**src/rtl/mod_sample_arbiter.sv**
```systemverilog
// Two-source round-robin sample arbiter feeding the AM modulator's FWFT sample port.
// Each grant serves BURST_LEN samples; an idle sample can keep the carrier running when both sources are dry.
module mod_sample_arbiter #(
  parameter int                         BITS_PER_SAMPLE = 8,
  parameter int                         BURST_LEN       = 16,
  parameter int                         FILL_IDLE       = 1,
  parameter logic [BITS_PER_SAMPLE-1:0] IDLE_SAMPLE     = 8'h80
) (
  input  logic                       clk,
  input  logic                       rst,
  input  logic                       enable,
  input  logic [BITS_PER_SAMPLE-1:0] src0_sample,
  input  logic                       src0_empty,
  output logic                       src0_read,
  input  logic [BITS_PER_SAMPLE-1:0] src1_sample,
  input  logic                       src1_empty,
  output logic                       src1_read,
  output logic [BITS_PER_SAMPLE-1:0] mod_sample,
  output logic                       mod_empty,
  input  logic                       mod_read,
  output logic [1:0]                 grant,
  output logic [15:0]                underrun_cnt
);

  localparam int CNT_W = (BURST_LEN > 1) ? $clog2(BURST_LEN) : 1;
  localparam logic [CNT_W-1:0] LAST = CNT_W'(BURST_LEN - 1);

  // State encoding doubles as the one-hot grant vector.
  typedef enum logic [1:0] {
    S_IDLE = 2'b00,
    S_SRC0 = 2'b01,
    S_SRC1 = 2'b10
  } state_t;

  state_t           state, state_d;
  logic [CNT_W-1:0] burst_cnt;
  logic             last_grant;
  logic             pop;

  // Decision for a source that currently owns the modulator.
  function automatic state_t serve(input logic own_empty, input logic oth_empty,
                                   input state_t own, input state_t oth,
                                   input logic fwd_pop, input logic at_last);
    serve = own;
    if (fwd_pop && at_last) begin
      if (!oth_empty)      serve = oth;
      else if (!own_empty) serve = own;
      else                 serve = S_IDLE;
    end else if (!fwd_pop && own_empty) begin
      serve = oth_empty ? S_IDLE : oth;
    end
  endfunction

  // NOTE: every output of a combinational block gets a default first, so no path can infer a latch.
  always_comb begin
    mod_sample = IDLE_SAMPLE;
    mod_empty  = (FILL_IDLE == 0);
    src0_read  = 1'b0;
    src1_read  = 1'b0;
    unique case (state)
      S_SRC0: begin
        mod_sample = src0_sample;
        mod_empty  = src0_empty;
        src0_read  = mod_read & ~src0_empty;
      end
      S_SRC1: begin
        mod_sample = src1_sample;
        mod_empty  = src1_empty;
        src1_read  = mod_read & ~src1_empty;
      end
      default: ;
    endcase
    pop = (state != S_IDLE) && mod_read && !mod_empty;
  end

  always_comb begin
    state_d = state;
    unique case (state)
      S_IDLE: begin
        if (!src0_empty && !src1_empty) state_d = last_grant ? S_SRC0 : S_SRC1;
        else if (!src0_empty)           state_d = S_SRC0;
        else if (!src1_empty)           state_d = S_SRC1;
      end
      S_SRC0:  state_d = serve(src0_empty, src1_empty, S_SRC0, S_SRC1, pop, burst_cnt == LAST);
      S_SRC1:  state_d = serve(src1_empty, src0_empty, S_SRC1, S_SRC0, pop, burst_cnt == LAST);
      default: state_d = S_IDLE;
    endcase
    if (!enable) state_d = S_IDLE;
  end

  // NOTE: sequential state uses non-blocking assignments so every register samples pre-edge values.
  always_ff @(posedge clk or negedge rst) begin
    if (!rst) begin
      state        <= S_IDLE;
      burst_cnt    <= '0;
      last_grant   <= 1'b1;
      underrun_cnt <= '0;
    end else begin
      state <= state_d;
      if (enable) begin
        if (state_d != state && state_d != S_IDLE) begin
          burst_cnt  <= '0;
          last_grant <= (state_d == S_SRC1);
        end else if (pop) begin
          burst_cnt <= (burst_cnt == LAST) ? '0 : burst_cnt + 1'b1;
        end
        if (state == S_IDLE && FILL_IDLE != 0 && mod_read && underrun_cnt != 16'hFFFF)
          underrun_cnt <= underrun_cnt + 16'd1;
      end
    end
  end

  assign grant = state;

endmodule

```
**config.mk**
```make
export PLATFORM = sky130hd
export DESIGN_NAME = mod_sample_arbiter
export DESIGN_NICKNAME = d
export VERILOG_FILES = /design/src/rtl/mod_sample_arbiter.sv
export SDC_FILE = /design/constraint.sdc
export NUM_CORES = 1
export LEC_CHECK = 0
export ABC_AREA = 1
export CAP_MARGIN = 20
export CELL_PAD_IN_SITES_DETAIL_PLACEMENT = 1
export CELL_PAD_IN_SITES_GLOBAL_PLACEMENT = 1
export CORE_ASPECT_RATIO = 2
export CORE_MARGIN = 2
export CORE_UTILIZATION = 36
export CTS_BUF_LIST = sky130_fd_sc_hd__clkbuf_4
export DETAILED_ROUTE_END_ITERATION = 8
export PLACE_DENSITY = 0.86
export SETUP_SLACK_MARGIN = 0.1
export SYNTH_ARGS = -nofsm -noshare
export SYNTH_HDL_FRONTEND = slang
export SYNTH_SLANG_ARGS = --single-unit
```
**constraint.sdc**
```tcl
create_clock -name clk -period 4.13 [get_ports clk]
set_clock_uncertainty 0.05 [all_clocks]
set_input_delay 1.239 -clock clk [delete_from_list [all_inputs] [get_ports clk]]
set_output_delay 1.239 -clock clk [all_outputs]
set_load 0.03 [all_outputs]
```
### Power grid, run 1

Pins as bars on the die edge. Tap cells in grey.
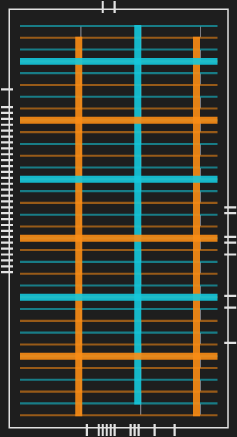
[VSS] orange
[VDD] cyan
met1 rails: 34
tap cells: 52
met5 straps: 6
signal pins: 51
rows: 33

### Placed cells, one colour a class, run 1

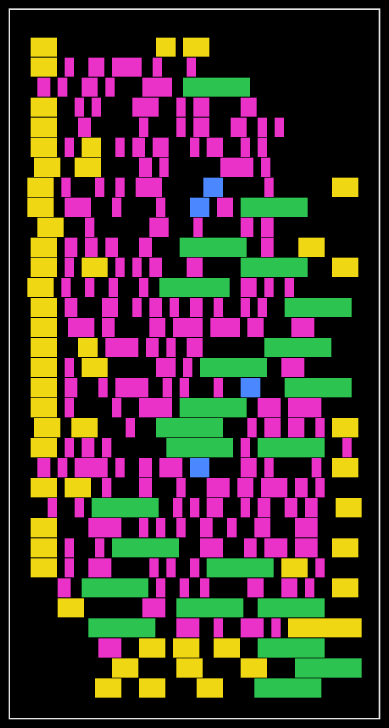
[remaining buffers and delay cells] yellow | cells: 53 | share of their area: 26%
[remaining logic cells] magenta | cells: 170 | share of their area: 45%
[clock drivers and dummy loads] blue | cells: 4 | share of their area: 1.4%
[sequential cells] green | cells: 23 | share of their area: 28%

### Clock distribution, run 1

The bar under the picture is 20 µm long.
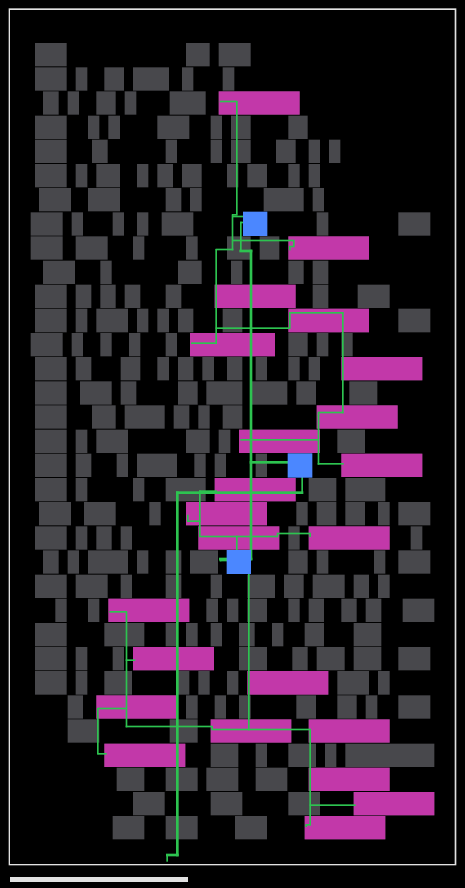
[clock wires] green | length: 310 µm
[clock-net drivers] blue | count: 3
[flip-flops] magenta | count: 23
routed clock nets: 4
Clk. pwr: 111 µW
Clk network pwr share: 0.128
Clock Latency Late Sink: 0.33 ns

-- run 1: power by group --
| group | switching, µW | internal (µW) | total (µW) | leakage (µW) |
|---|---|---|---|---|
| clock network | 73.5 | 37.1 | 111 | 0.0000139 |
| registers | 50.0 | 266 | 316 | 0.000298 |
| logic | 263 | 175 | 438 | 0.000695 |
-- run 1: logic make-up (layout without fill, tap and decap cells) --
logic type	after synthesis	count (layout)
AOI/OAI and AO/OA	16	16
xor gates and xnor gates	14	14
adders and majority gates	6	6
buffers and inverters	30	84
DFF	23	23
and+or+nand+nor	107	107
-- run 1: metal layers --
layer	track usage	vias up	share of wire
met2	0.409	43	0.60
li1	-	732	-
met3	0.0186	5	0.033
met4	0.0833	0	0.018
met1	0.189	703	0.35
met5	0	-	0
-- run 1: through the flow --
stage               utilization  cells  hold WS [ns]  instance area [µm²]  power [µW]
detailed placement        0.511    297         0.425                 2090         759
global route              0.525    302         0.482                 2140         923
finish                    0.525    302         0.442                 2140         865
global placement          0.511    297         0.424                 2090         746
CTS                       0.518    301         0.444                 2120         873
floorplan                     -    196         0.410                 1530         584
-- run 1: worst min path at each step --
stage / endpoint / startpoint
after floorplan: last_grant$_DFFE_PN1P_ / last_grant$_DFFE_PN1P_
after global placement: last_grant$_DFFE_PN1P_ / last_grant$_DFFE_PN1P_
after detailed placement: last_grant$_DFFE_PN1P_ / last_grant$_DFFE_PN1P_
after CTS: last_grant$_DFFE_PN1P_ / last_grant$_DFFE_PN1P_
after global routing: last_grant$_DFFE_PN1P_ / last_grant$_DFFE_PN1P_
final: last_grant$_DFFE_PN1P_ / last_grant$_DFFE_PN1P_
-- run 1: flip-flops by register name (all words and copies together) (netlist names) --
| name | flops |
|---|---|
| grant | 2 |
| underrun_cnt | 16 |
| burst_cnt | 4 |
| last_grant | 1 |
==> flow_metrics.env, run 1 <==
# flow metrics
export IMPL_status="finished, final reports clean"
export IMPL_nFillCells=498
export IMPL_warnings=29
export IMPL_area_leaders="dfrtp_1 (36%), nand2_1 (11%), inv_1 (5.2%), ha_1 (4.9%), xnor2_1 (4.6%)"
export IMPL_largest_area_cell="dfrtp_1"
export IMPL_regArea_um2=577
export IMPL_common_cells="nand2_1 (44), dfrtp_1 (22), inv_1 (21), nor2_1 (15)"
export IMPL_rsz0062_at_grt="no"
export IMPL_final_clk_cell_share=0.0140
export IMPL_ys_cells=196
export IMPL_holdBufCountCts=0
export IMPL_yosys_area_top_type_share=0.360
export IMPL_critPathCapture="src1_read"
export IMPL_async_reset_ff_frac=1.00
export IMPL_fp_util=0.374
export IMPL_top_cell="nand2_1"
export IMPL_inverters_excl_clock=27
export IMPL_critPathArrivalTime_ns=2.61
export IMPL_ys_seq_share=0.377
export IMPL_syn_to_final_growth_pct=40.3
export IMPL_cap_viol_max_count=0
export IMPL_synth_area_um2=1530
export IMPL_tritoncts="done"
export IMPL_flop_cell="dfrtp_1"
export IMPL_io_buffers=50
export IMPL_critPathBufInv=3
export IMPL_setup_tns_ns=0
export IMPL_seq_share=0.269
export IMPL_die_w_um=50.1
export IMPL_slew_violations=0
export IMPL_startpoint="mod_read"
export IMPL_route_detailed_drc=0
export IMPL_synth_distinct_cells=28
export IMPL_firstDrtPassIters=4
export IMPL_ys_warn_count=0
export IMPL_ys_flops=23
export IMPL_ys_area_um2=1530
export IMPL_die_h_um=96.2
export IMPL_holdCritPathClass="flip-flop to flip-flop"
export IMPL_dp_hpwl_mm=3.54
export IMPL_pin_count=51
export IMPL_ys_sh_aoi=0.0573
export IMPL_tightest_slew_ns=0.451
export IMPL_r2r_slack_ns=1.81
export IMPL_nonClkBufAreaFrac=0.252
export IMPL_layout_cells_most_common="clkdlybuf4s50_1"
export IMPL_path_class="input port to primary output"
export IMPL_clkTransAtPathRegs_ns=0.13
export IMPL_grt_use_total=0.199
export IMPL_comb_area_um2=831
export IMPL_synth_cells=196
export IMPL_tap_cells=52
export IMPL_edf_count=0
export IMPL_nets=279
export IMPL_nClkBuffers=3
export IMPL_fmax_ghz=0.257
export IMPL_cp_max_fo=4
export IMPL_post_cts_resized=0
export IMPL_max_slew_margin=0.699
export IMPL_cp_num_cells=4
export IMPL_grt_start_max_net_pins=24
export IMPL_path_cells="clkdlybuf4s50_1 > inv_1 > nor3_1 > clkdlybuf4s50_1"
export IMPL_ff_count=23
export IMPL_required_ns=2.84
export IMPL_largest_class="combinational gates"
export IMPL_clock_sinks=23
--- run 2 (diff from run 1) ---
--- a/config.mk
+++ b/config.mk
@@ -11,10 +11,9 @@
 export CELL_PAD_IN_SITES_GLOBAL_PLACEMENT = 1
 export CORE_ASPECT_RATIO = 2
 export CORE_MARGIN = 2
-export CORE_UTILIZATION = 36
-export CTS_BUF_LIST = sky130_fd_sc_hd__clkbuf_4
+export CORE_UTILIZATION = 32
 export DETAILED_ROUTE_END_ITERATION = 8
-export PLACE_DENSITY = 0.86
+export PLACE_DENSITY = 0.78
 export SETUP_SLACK_MARGIN = 0.1
 export SYNTH_ARGS = -nofsm -noshare
 export SYNTH_HDL_FRONTEND = slang
==> constraint.sdc (replaced) <==
create_clock -name clk -period 4.2 [get_ports clk]
set_clock_uncertainty 0.05 [all_clocks]
set_input_delay 1.26 -clock clk [delete_from_list [all_inputs] [get_ports clk]]
set_output_delay 1.26 -clock clk [all_outputs]
set_load 0.03 [all_outputs]
==> run 2 against run 1 <==
Against the previous run:
- setup slack got worse by 0.023 ns
- register-to-register slack improved by 0.11 ns
- cell area rose by 1.1%
- hold slack got worse by 0.0062 ns
- critical endpoint unchanged
- wire length barely moved
- global-route usage fell by 1.6 points
- total power rose by 1.7%
- largest cell class unchanged
- largest power group unchanged
==> flow_metrics.env, run 2 <==
# flow metrics
export IMPL_num_rows=35
export IMPL_critPathArrivalTime_ns=2.68
export IMPL_common_cells="nand2_1 (44), dfrtp_1 (22), inv_1 (21), nor2_1 (15)"
export IMPL_synth_distinct_cells=28
export IMPL_layout_cells_most_common="clkdlybuf4s50_1"
export IMPL_pin_count=51
export IMPL_busiest_layer="met2"
export IMPL_drive_above_1_share=0.152
export IMPL_ys_flops=23
export IMPL_setup_tns_ns=0
export IMPL_syn_to_final_growth_pct=41.7
export IMPL_yosys_area_top_type_share=0.360
export IMPL_top_register="underrun_cnt"
export IMPL_fp_util=0.333
export IMPL_nets=279
export IMPL_async_reset_ff_frac=1.00
export IMPL_path_cells="clkdlybuf4s50_1 > inv_1 > nor3_1 > clkdlybuf4s50_1"
export IMPL_path_class="input port to primary output"
export IMPL_slew_violations=0
export IMPL_die_h_um=102
export IMPL_power_switching_uw=379
export IMPL_largest_area_cell="dfrtp_1"
export IMPL_power_uw=880
export IMPL_ys_cells=196
export IMPL_required_ns=2.89
export IMPL_ys_area_um2=1530
export IMPL_route_detailed_drc=0
export IMPL_hold_end="last_grant$_DFFE_PN1P_"
export IMPL_status="finished, final reports clean"
export IMPL_rsz0062_at_grt="no"
export IMPL_use_met2=0.377
export IMPL_nFillCells=567
export IMPL_ys_seq_share=0.377
export IMPL_holdBufCountCts=0
export IMPL_grt_overflow=0
export IMPL_ys_warn_count=0
export IMPL_cap_viol_max_count=0
export IMPL_setup_violations=0
export IMPL_largest_reg_flops=16
export IMPL_edf_count=0
export IMPL_synth_area_um2=1530
export IMPL_cp_max_fo=4
export IMPL_tightest_slew_ns=0.448
export IMPL_grt_start_max_net_pins=24
export IMPL_p_int_uw=500
export IMPL_p_per_area_nw_per_um2=406
export IMPL_min_from="last_grant$_DFFE_PN1P_"
export IMPL_routed_via_density=4.89
export IMPL_combPwrFrac=0.486
export IMPL_die_w_um=52.9
export IMPL_grt_pass1_wl_mm=7.34
export IMPL_firstDrtPassIters=2
export IMPL_tritoncts="done"
export IMPL_use_met3=0.0133
export IMPL_startpoint="mod_read"
export IMPL_ir_worst_vdd_uv=219
export IMPL_grt_met1_usage=0.171
export IMPL_critPathCapture="src1_read"
export IMPL_p_seq_frac=0.349
export IMPL_warnings=29
export IMPL_dp_hpwl_mm=3.62
export IMPL_grt_antenna_before_repair=0
export IMPL_area_leaders="dfrtp_1 (36%), nand2_1 (11%), inv_1 (5.2%), ha_1 (4.9%), xnor2_1 (4.6%)"
export IMPL_clock_sinks=23
export IMPL_holdCritPathClass="flip-flop to flip-flop"
export IMPL_fmax_ghz=0.251
export IMPL_max_slew_margin=0.701
export IMPL_numCtsBuffers=3
export IMPL_synth_cells=196
export IMPL_post_cts_resized=0
export IMPL_switching_share=0.431
export IMPL_io_buffers=50
export IMPL_flop_cell="dfrtp_1"
export IMPL_r2r_slack_ns=1.92
[run 2: cell counts after synthesis]
Identical to the previous run, type by type.
[run 2: metal layers]
layer	vias up	share of wire
met5	-	0
li1	733	-
met2	46	0.61
met4	0	0.023
met3	6	0.032
met1	707	0.33
[run 2: final cells by class]
class	instances	area, µm²	share of cell area
timing repair buffer	53	541	0.249
sequential	23	577	0.266
clock inverter	1	7.51	0.00346
tap	55	68.8	0.0318
inverter	27	101	0.0468
clock buffer	3	41.3	0.0191
multi-input combinational	143	831	0.383
[run 2: power groups by stage]
| stage | Combinational [µW] | Clock [µW] | Sequential, µW |
|---|---|---|---|
| after floorplan | 220 | 0 | 354 |
| after global placement | 425 | 0 | 311 |
| after detailed placement | 432 | 0 | 313 |
| after CTS | 434 | 152 | 309 |
| after global routing | 467 | 158 | 316 |
| final | 428 | 145 | 307 |
[run 2: cells by family after synthesis]
| kind of cell | count (synthesis) | share of synthesized area |
|---|---|---|
| buffers and inverters | 30 | 0.0794 |
| adder cells (fa/ha/maj) | 6 | 0.0491 |
| flip-flops | 23 | 0.377 |
| AND/OR/NAND/NOR | 107 | 0.357 |
| AND-OR/OR-AND | 16 | 0.0573 |
| XOR/XNOR | 14 | 0.0802 |
[run 2: worst max-delay path, delay by kind of cell]
family / cells / cell delay (ns)
buffers and inverters: 3 / 1.25
AND/OR/NAND/NOR: 1 / 0.16
[run 2: per-stage QoR]
step                      cell area (µm²)  hold slack (ns)  utilization  instances  worst slack (ns)
after floorplan                      1530            0.410            -        196             0.807
after global placement               2090            0.421        0.455        300             0.261
after detailed placement             2090            0.428        0.455        300             0.192
after CTS                            2140            0.441        0.465        304             0.203
after global routing                 2170            0.457        0.471        305             0.143
final                                2170            0.436        0.471        305             0.210
### Wiring by layer, run 2

The bar under the picture is 20 µm long.
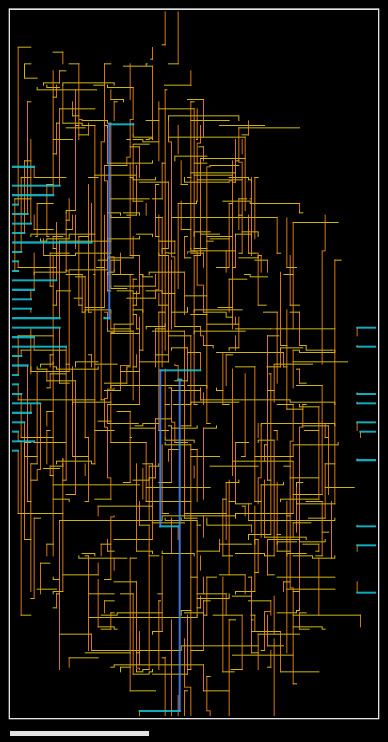
[M2] orange | wire length: 2,620 µm
[M1] yellow | wire length: 1,430 µm
[M3] cyan | wire length: 136 µm
[M4] blue | wire length: 97.9 µm
vias after detailed routing: 1,492
WL per Instance: 14.0 µm
All-Layer GR Usage: 0.183
Routed WL: 4.29 mm

### Clock distribution, run 2

The bar under the picture is 20 µm long.
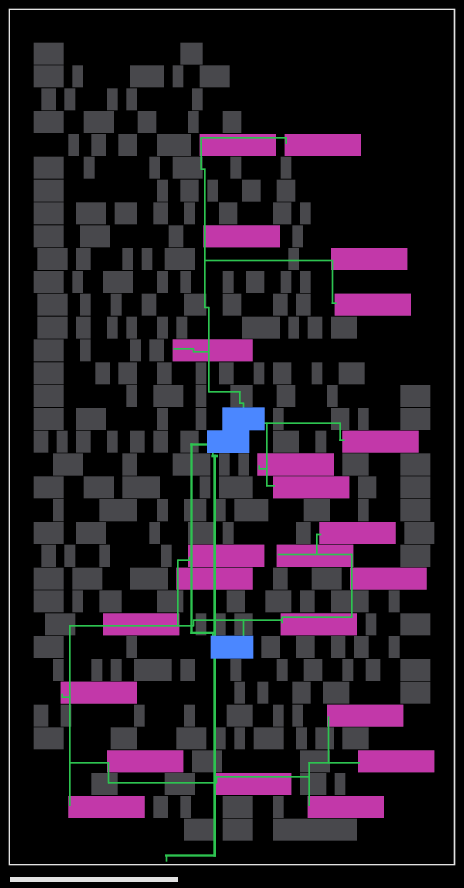
Clk network pwr share: 0.165
Clock Latency Late Sink: 0.27 ns
Clk. pwr: 145 µW

Power figures rest on the tool's default switching activity, not on a simulated workload.
